<file path="config.mk">
export PLATFORM = sky130hd
export DESIGN_NAME = instr_fetch
export DESIGN_NICKNAME = d
export VERILOG_FILES = /design/src/rtl/instr_fetch.sv
export SDC_FILE = /design/constraint.sdc
export NUM_CORES = 1
export LEC_CHECK = 0
export CORE_MARGIN = 3
export CORE_UTILIZATION = 59
export CTS_BUF_LIST = sky130_fd_sc_hd__clkbuf_8
export DETAILED_ROUTE_END_ITERATION = 8
export MAX_ROUTING_LAYER = met4
export PLACE_DENSITY = 0.88
export SKIP_LAST_GASP = 1
export SYNTH_ARGS = -nofsm -noshare
export SYNTH_HDL_FRONTEND = slang
export SYNTH_SLANG_ARGS = --single-unit
export TNS_END_PERCENT = 50
</file>
<file path="constraint.sdc">
create_clock -name clk -period 13.1 [get_ports clk]
set_clock_uncertainty 0.1 [all_clocks]
set_input_delay 1.31 -clock clk [delete_from_list [all_inputs] [get_ports clk]]
set_output_delay 1.31 -clock clk [all_outputs]
set_load 0.1 [all_outputs]
</file>
<file path="src/rtl/instr_fetch.sv">
// instr_fetch: fetch stage feeding the instruction decoder.
//
// Owns the PC and issues one word read at a time to instruction memory over a
// req/ack handshake. Fetched words are buffered in a small FIFO and presented
// to decode with valid/ready, each tagged with its PC. A redirect flushes the
// buffer and restarts fetch at the target. A misaligned target halts fetch
// until reset and raises the sticky fetch_exception flag.
//
// Parameters:
//   RESET_PC    PC loaded on reset (word-aligned)
//   FIFO_DEPTH  instruction buffer entries (power of two, >= 2)
//
// Ports:
//   clk, reset                          clock, async active-high reset
//   imem_req/imem_addr                  read request, held until imem_ack
//   imem_ack/imem_data                  read completion and fetched word
//   instr_valid/instr/instr_pc          buffer head presented to decode
//   instr_ready                         decode accepts head
//   redirect_valid/redirect_pc          flow-control redirect pulse
//   fetch_exception                     sticky misaligned-target flag
//   fetch_count (FETCH_COUNT_EN only)   instructions handed to decode
//
// Build option: define FETCH_COUNT_EN to add the fetch_count port/counter.
//
// state    | meaning
// ---------+-----------------------------------------------------------
// IDLE     | no request outstanding; issue when a buffer slot is free
// REQ      | request to imem_addr outstanding; ack data is buffered
// DRAIN    | request outstanding but redirected; ack data is dropped
// HALT     | misaligned redirect seen; no fetch until reset

module instr_fetch #(
    parameter logic [31:0] RESET_PC   = 32'h0000_0000,
    parameter int          FIFO_DEPTH = 2
) (
    input  logic        clk,
    input  logic        reset,
    output logic        imem_req,
    output logic [31:0] imem_addr,
    input  logic        imem_ack,
    input  logic [31:0] imem_data,
    output logic        instr_valid,
    output logic [31:0] instr,
    output logic [31:0] instr_pc,
    input  logic        instr_ready,
    input  logic        redirect_valid,
    input  logic [31:0] redirect_pc,
`ifdef FETCH_COUNT_EN
    output logic [31:0] fetch_count,
`endif
    output logic        fetch_exception
);

    localparam int PTR_W = (FIFO_DEPTH > 1) ? $clog2(FIFO_DEPTH) : 1;
    localparam int CNT_W = PTR_W + 1;
    localparam logic [CNT_W-1:0] DEPTH_C = CNT_W'(FIFO_DEPTH);

    localparam logic [1:0] ST_IDLE  = 2'd0;
    localparam logic [1:0] ST_REQ   = 2'd1;
    localparam logic [1:0] ST_DRAIN = 2'd2;
    localparam logic [1:0] ST_HALT  = 2'd3;

    logic [1:0]       state;
    logic [31:0]      pc;
    logic [31:0]      fifo_instr [FIFO_DEPTH];
    logic [31:0]      fifo_pc    [FIFO_DEPTH];
    logic [PTR_W-1:0] rd_ptr;
    logic [PTR_W-1:0] wr_ptr;
    logic [CNT_W-1:0] count;

    logic             misaligned;
    logic             flush;
    logic             pop;
    logic             push;
    logic [CNT_W-1:0] occ_after_pop;
    logic             can_issue;
    logic             slot_after_push;

    assign instr_valid = (count != '0);
    assign instr       = fifo_instr[rd_ptr];
    assign instr_pc    = fifo_pc[rd_ptr];
    // Request stays up through DRAIN so the abandoned read still completes.
    assign imem_req    = (state == ST_REQ) || (state == ST_DRAIN);

    assign misaligned      = (redirect_pc[1:0] != 2'b00);
    assign flush           = redirect_valid && (state != ST_HALT);
    // A redirect flushes the buffer, so a same-cycle handshake is not a pop.
    assign pop             = instr_valid && instr_ready && !redirect_valid;
    assign push            = (state == ST_REQ) && imem_ack && !redirect_valid;
    // Slot accounting sees this cycle's pop, so a full buffer being drained
    // can still issue the next read in the same cycle.
    assign occ_after_pop   = count - CNT_W'(pop);
    assign can_issue       = occ_after_pop < DEPTH_C;
    assign slot_after_push = (occ_after_pop + CNT_W'(1)) < DEPTH_C;

    always_ff @(posedge clk or posedge reset) begin
        if (reset) begin
            rd_ptr <= '0;
            wr_ptr <= '0;
            count  <= '0;
            for (int i = 0; i < FIFO_DEPTH; i++) begin
                fifo_instr[i] <= '0;
                fifo_pc[i]    <= '0;
            end
        end else if (flush) begin
            rd_ptr <= '0;
            wr_ptr <= '0;
            count  <= '0;
        end else begin
            if (push) begin
                fifo_instr[wr_ptr] <= imem_data;
                fifo_pc[wr_ptr]    <= pc;
                wr_ptr             <= wr_ptr + PTR_W'(1);
            end
            if (pop) begin
                rd_ptr <= rd_ptr + PTR_W'(1);
            end
            count <= occ_after_pop + CNT_W'(push);
        end
    end

    always_ff @(posedge clk or posedge reset) begin
        if (reset) begin
            state           <= ST_IDLE;
            pc              <= RESET_PC;
            imem_addr       <= RESET_PC;
            fetch_exception <= 1'b0;
        end else begin
            case (state)
                ST_IDLE: begin
                    if (redirect_valid) begin
                        pc <= redirect_pc;
                        if (misaligned) begin
                            fetch_exception <= 1'b1;
                            state           <= ST_HALT;
                        end
                    end else if (can_issue) begin
                        state     <= ST_REQ;
                        imem_addr <= pc;
                    end
                end
                ST_REQ: begin
                    if (redirect_valid) begin
                        pc <= redirect_pc;
                        if (misaligned) begin
                            fetch_exception <= 1'b1;
                        end
                        if (imem_ack) begin
                            state <= misaligned ? ST_HALT : ST_IDLE;
                        end else begin
                            state <= ST_DRAIN;
                        end
                    end else if (imem_ack) begin
                        pc <= pc + 32'd4;
                        if (slot_after_push) begin
                            imem_addr <= pc + 32'd4;
                        end else begin
                            state <= ST_IDLE;
                        end
                    end
                end
                ST_DRAIN: begin
                    // Later redirects only retarget; the last one wins.
                    if (redirect_valid) begin
                        pc <= redirect_pc;
                        if (misaligned) begin
                            fetch_exception <= 1'b1;
                        end
                    end
                    if (imem_ack) begin
                        state <= (fetch_exception || (redirect_valid && misaligned))
                                 ? ST_HALT : ST_IDLE;
                    end
                end
                ST_HALT: begin
                    state <= ST_HALT;
                end
                default: begin
                    state <= ST_IDLE;
                end
            endcase
        end
    end

`ifdef FETCH_COUNT_EN
    always_ff @(posedge clk or posedge reset) begin
        if (reset) begin
            fetch_count <= '0;
        end else if (pop) begin
            fetch_count <= fetch_count + 32'd1;
        end
    end
`else
    // Delivery counter not built in this configuration.
`endif

endmodule

</file>
==> run_1/pdn.png <==
Pins as bars on the die edge. Tap cells in grey.
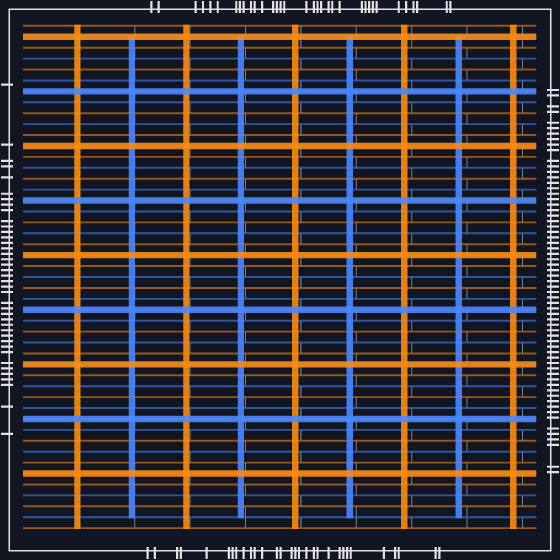
- VDD: blue
- VSS: orange
- met1 rails: 47
- rows: 46
- met4 straps: 9
- met5 straps: 9
- tap cells: 216
chip width: 135 um
Chip Height: 135 um

==> run_1/clock_map.png <==
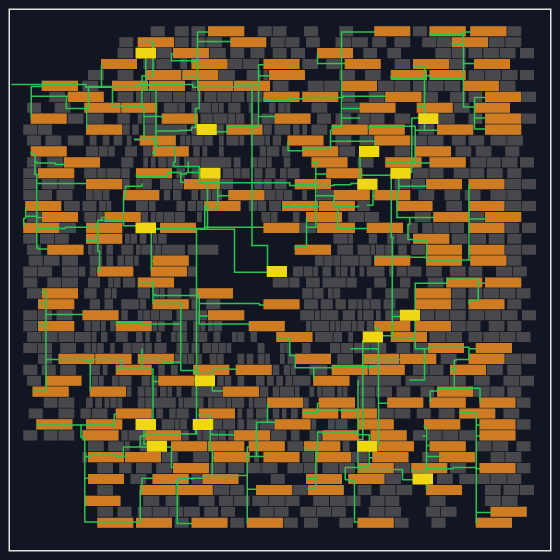
- flip-flops: orange (count 199)
- clock wires: green (length 2160 um)
- cells driving clock nets: yellow (count 17)
- routed clock nets: 18

==> run_1/met2.png <==
Scale bar: 50 um.
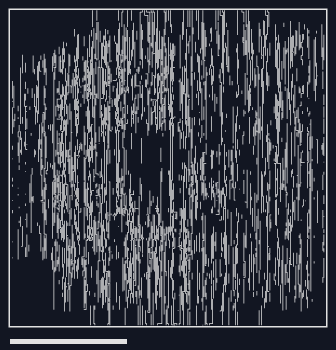
- share of all routed wire: 49%
- longest straight run: 73.1 um
- nets with wire on the layer: 915
grt met2 use: 0.419
drt total wl: 22300 um
vias: 7034

run 1: sequential cells by signal (all words and copies together) (netlist names):
name             count
fifo_instr          64
fifo_pc             64
imem_addr           32
pc                  32
count                2
state                2
fetch_exception      1
rd_ptr               1
wr_ptr               1
run 1: area by class of cell:
class | instances | area (um^2) | area share
flip-flops and latches | 199 | 4980 | 0.419
clock buffers | 17 | 234 | 0.0197
clock inverters | 15 | 190 | 0.0160
diodes | 1 | 2.50 | 0.000210
repair buffers | 177 | 1750 | 0.147
well taps | 216 | 270 | 0.0227
inverters | 8 | 37.5 | 0.00316
multi-input cells | 557 | 4430 | 0.373
==> flow_summary.toml, run 1 <==
# generated from flow reports
[run_status]
status = "complete, no violations"

[setup_path]
worst_setup_path_start_kind = "flip-flop"
path_depth = 3
cp_top_family = "buffers and inverters"
r2r_start = "count[1]"
crit_arrival_ns = 3.30
worst_r2r_endpoint = "imem_addr[0]"
slowest_delay_ns = 1.16
crit_buf_inv = 2
worstSetupEndpointType = "output pin"
r2r_cells = 8
cp-startpoint = "rd_ptr"
cp_max_fo = 41
cp-endpoint = "instr_pc[0]"
ff2ff_setup_slack_ns = 10.00

[yosys]
yosysWarningCount = 0
ys_area_um2 = 9740
mux_share = 0.231
post_synth_main_area_contributors = "dfrtp_1, mux2_2, a21oi_1"
syn_area_per_cell_um2 = 11.8
fp_nets = 905
ys_seq_frac = 0.511
aoi_share = 0.0808
top_area_frac = 0.511
yosysMostFrequentCell = "dfrtp_1"
common_cells = "dfrtp_1, mux2_2, nor2_1"
synth_flop_count = 199
topCombFamilyByArea = "multiplexers"
yosys.area_share.simple = 0.104
yosys.area.top_type = "dfrtp_1"
syn_inst = 829
synthArstFlopShare = 1.00
ys_cells = 829

[global_route]
grt_pass1_wl_um = 37200
grt_pass1_vias = 7222
globalRouteOverflowTotal = 0
grtUsageMet1 = 0.349
grtUsageTotal = 0.263

[clocking]
clock-sinks = 199
htreeDepth = 4
cts-root-buf = "clkbuf_8"
cts_resized = 0
cts_buffers = 17
insertion_delay_ns = 0.47
hold_buffers = 0
cts_tree = "built"
clk_pin_slew_ns = 0.10
cts_buffer_depth = 2

[cells_and_area]
nets = 1036
layout_top_cell = "dfrtp_1"
lay_top_cells = "dfrtp_1, mux2_2, clkdlybuf4s50_1"
fin_area_um2 = 11900
fin_util = 0.744
final_cells = 1190
syn_to_final_growth_pct = 22.1
nFillCells = 1109
drive_gt1_frac = 0.267

[drt]
drtPass1Iterations = 5
route.top_layer_used = "met4"
routedWlPerCell_um = 18.7
wl_met2_um = 11000
vias_per_cell = 5.91
antenna_left = 0
drt_iter0_markers = 460
wl_met3_um = 1380
drc = 0

[sta]
worst_slack_ns = 8.39
max-slew-margin-rel = 0.204
hold_violations = 0
period_minus_slack_ns = 4.71
grt_setup_unrepaired = "no"
setup_tns_ns = 0
worst_pin_slew_ns = 1.19
holdWs_ns = 0.409
setup_viol = 0
slew_viol_final = 0

[place]
pre_cts_slack_ns = 8.37
place_inst = 1157
gp_congestion = 0.856
dp_hpwl_um = 14700
placed_area_um2 = 11500

[flow_run]
warnings = 31
cap_violations = 0

[floorplanning]
row_count = 46
fp_util = 0.609
io-pin-count = 168
core_area_um2 = 16000
die-area_um2 = 18100

[worst_hold_path]
hold_path.class = "flip-flop to flip-flop"
hold_start = "fifo_pc[12]"
hold_end = "fifo_pc[12]"
==> run_1/cell_classes.png <==
Scale bar: 50 um. Fill, decap, tap and diode cells in grey.
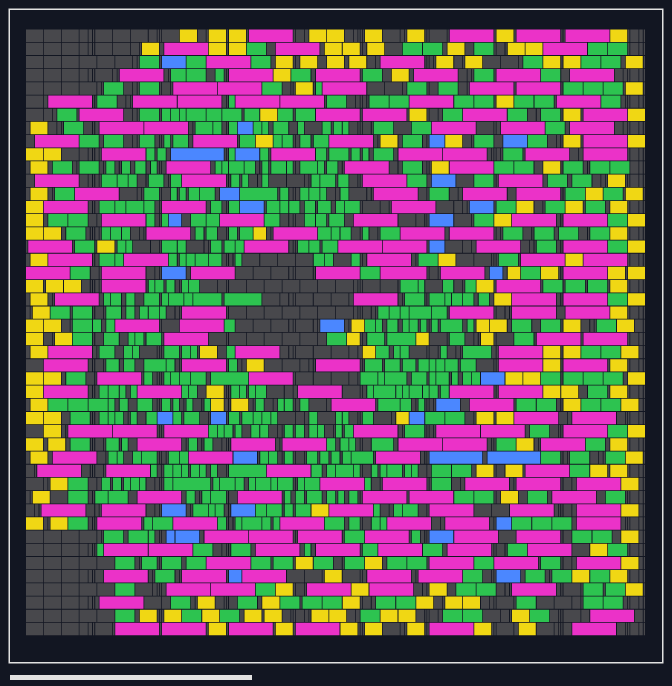

==> inputs of run 2 (changes only) <==
- CORE_UTILIZATION: 59 -> 50
- PLACE_DENSITY: 0.88 -> 0.79
- clock period: 13.1 -> 3.9 ns (I/O delays scaled with it)
==> run_2/cell_classes.png <==
Scale bar: 50 um. Fill, decap, tap and diode cells in grey.
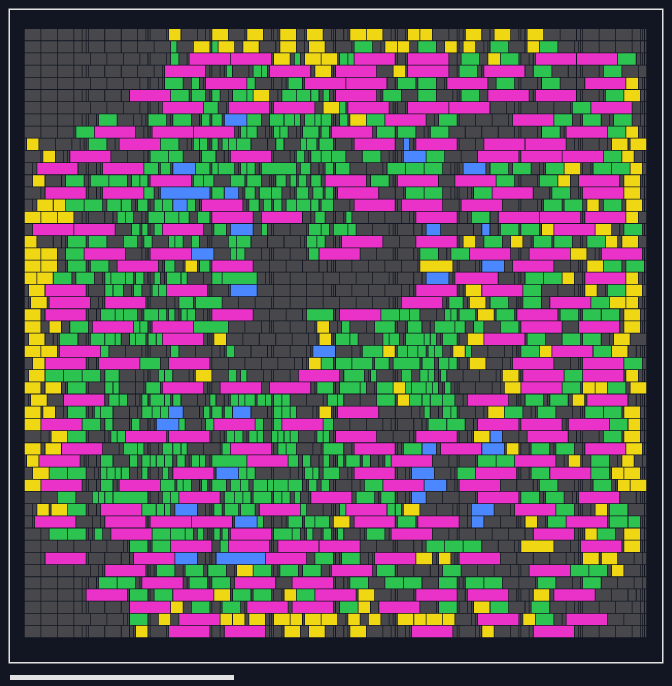
- other buffers and delay cells: yellow (cells 181; share of their area 14%)
- clock drivers and dummy loads: blue (cells 32; share of their area 3.6%)
- all other logic: green (cells 565; share of their area 39%)
- flip-flops: magenta (cells 199; share of their area 43%)

==> flow_summary.toml, run 2 <==
# generated from flow reports
[clocking]
cts-root-buf = "clkbuf_8"
cts_tree = "built"
insertion_delay_ns = 0.46
clk_pin_slew_ns = 0.10
cts_resized = 0
cts_buffer_depth = 2
htreeDepth = 4
cts_buffers = 17
hold_buffers = 0
clock-sinks = 199

[yosys]
mux_share = 0.231
ys_area_um2 = 9740
aoi_share = 0.0808
yosys.area_share.simple = 0.104
ys_cells = 829
synth_flop_count = 199
fp_nets = 905
topCombFamilyByArea = "multiplexers"
yosysMostFrequentCell = "dfrtp_1"
synthArstFlopShare = 1.00
ys_seq_frac = 0.511
common_cells = "dfrtp_1, mux2_2, nor2_1"
post_synth_main_area_contributors = "dfrtp_1, mux2_2, a21oi_1"
syn_area_per_cell_um2 = 11.8
syn_inst = 829
yosysWarningCount = 0
top_area_frac = 0.511

[setup_path]
cp_top_family = "buffers and inverters"
crit_arrival_ns = 2.52
worstPathCellList = "inv_1, ha_1, clkdlybuf4s50_1"
crit_type = "flip-flop to output pin"
cp_max_fo = 7
slowest_delay_ns = 1.18
worst_setup_path_start_kind = "flip-flop"
worstSetupEndpointType = "output pin"

[cells_and_area]
lay_top_cells = "dfrtp_1, mux2_2, clkdlybuf4s50_1"
syn_to_final_growth_pct = 21.4
drive_gt1_frac = 0.335
antenna_cells = 0
final_cells = 1237
nFillCells = 1551
layout_top_cell = "dfrtp_1"
fin_util = 0.626
fin_area_um2 = 11800
nets = 1040
reg_top3 = "fifo_instr: 64 flops, fifo_pc: 64 flops"

[place]
place_inst = 1205
pre_cts_slack_ns = 0.924
placed_area_um2 = 11400
dp_hpwl_um = 14900
gp_congestion = 0.780

[sta]
max-slew-margin-rel = 0.247
setup_viol = 0
worst_pin_slew_ns = 1.13
holdWs_ns = 0.302
slew_viol_final = 0
period_minus_slack_ns = 3.01
hold_violations = 0
worst_slack_ns = 0.886
grt_setup_unrepaired = "no"
setup_tns_ns = 0

[floorplanning]
row_count = 50
io-pin-count = 168
dieHeight_um = 146
die-area_um2 = 21200
fp_util = 0.516
die_x_um = 146

[flow_run]
cap_violations = 0
warnings = 29

[drt]
wl_um = 22400
drc = 0
wl_met3_um = 1040
routedWlPerCell_um = 18.1
num_vias = 6920
drt_iter0_markers = 423
wl_met1_um = 10600
antenna_left = 0
vias_per_cell = 5.59

[global_route]
use_met2 = 0.329
grtUsageMet1 = 0.306
grt_pass1_vias = 6925
grt_start_max_net_pins = 90
grt_pass1_wl_um = 37000
globalRouteOverflowTotal = 0
gr-usage-met3 = 0.0458

[worst_hold_path]
hold_path.class = "input pin to async pin"

[run_status]
status = "complete, no violations"
==> run_2/met2.png <==
Scale bar: 50 um.
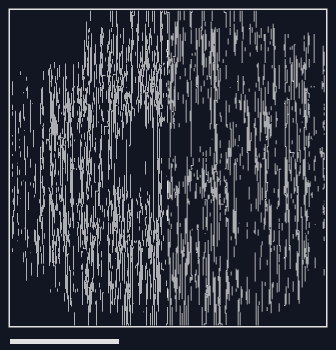
- longest straight run: 54.4 um
- nets with wire on the layer: 920
- share of all routed wire: 47%

[run 2: worst min-delay path: cells and delay by family]
kind,cells,cell delay (ns)
buf+inv,3,0.92
[run 2: cell type report]
type	instances	area, um^2	share of cell area
multi-input cells	557	4440	0.375
well taps	260	325	0.0275
repair buffers	181	1640	0.139
flip-flops and latches	199	4980	0.421
inverters	8	33.8	0.00286
clock inverters	14	164	0.0139
clock buffers	18	248	0.0209
[run 2: final timing paths]
path                            cells after the start  slack (ns)    startpoint        endpoint
worst max register to register                      8        1.08      count[1]    imem_addr[1]
min in group clk                                    1        0.40  imem_addr[0]    imem_addr[0]
worst min register to register                      1        0.40  imem_addr[0]    imem_addr[0]
worst max-delay path                                3        0.89      state[0]        imem_req
max in group asynchronous                           3        2.50         reset          rd_ptr
worst min-delay path                                3        0.30         reset  fifo_instr[25]
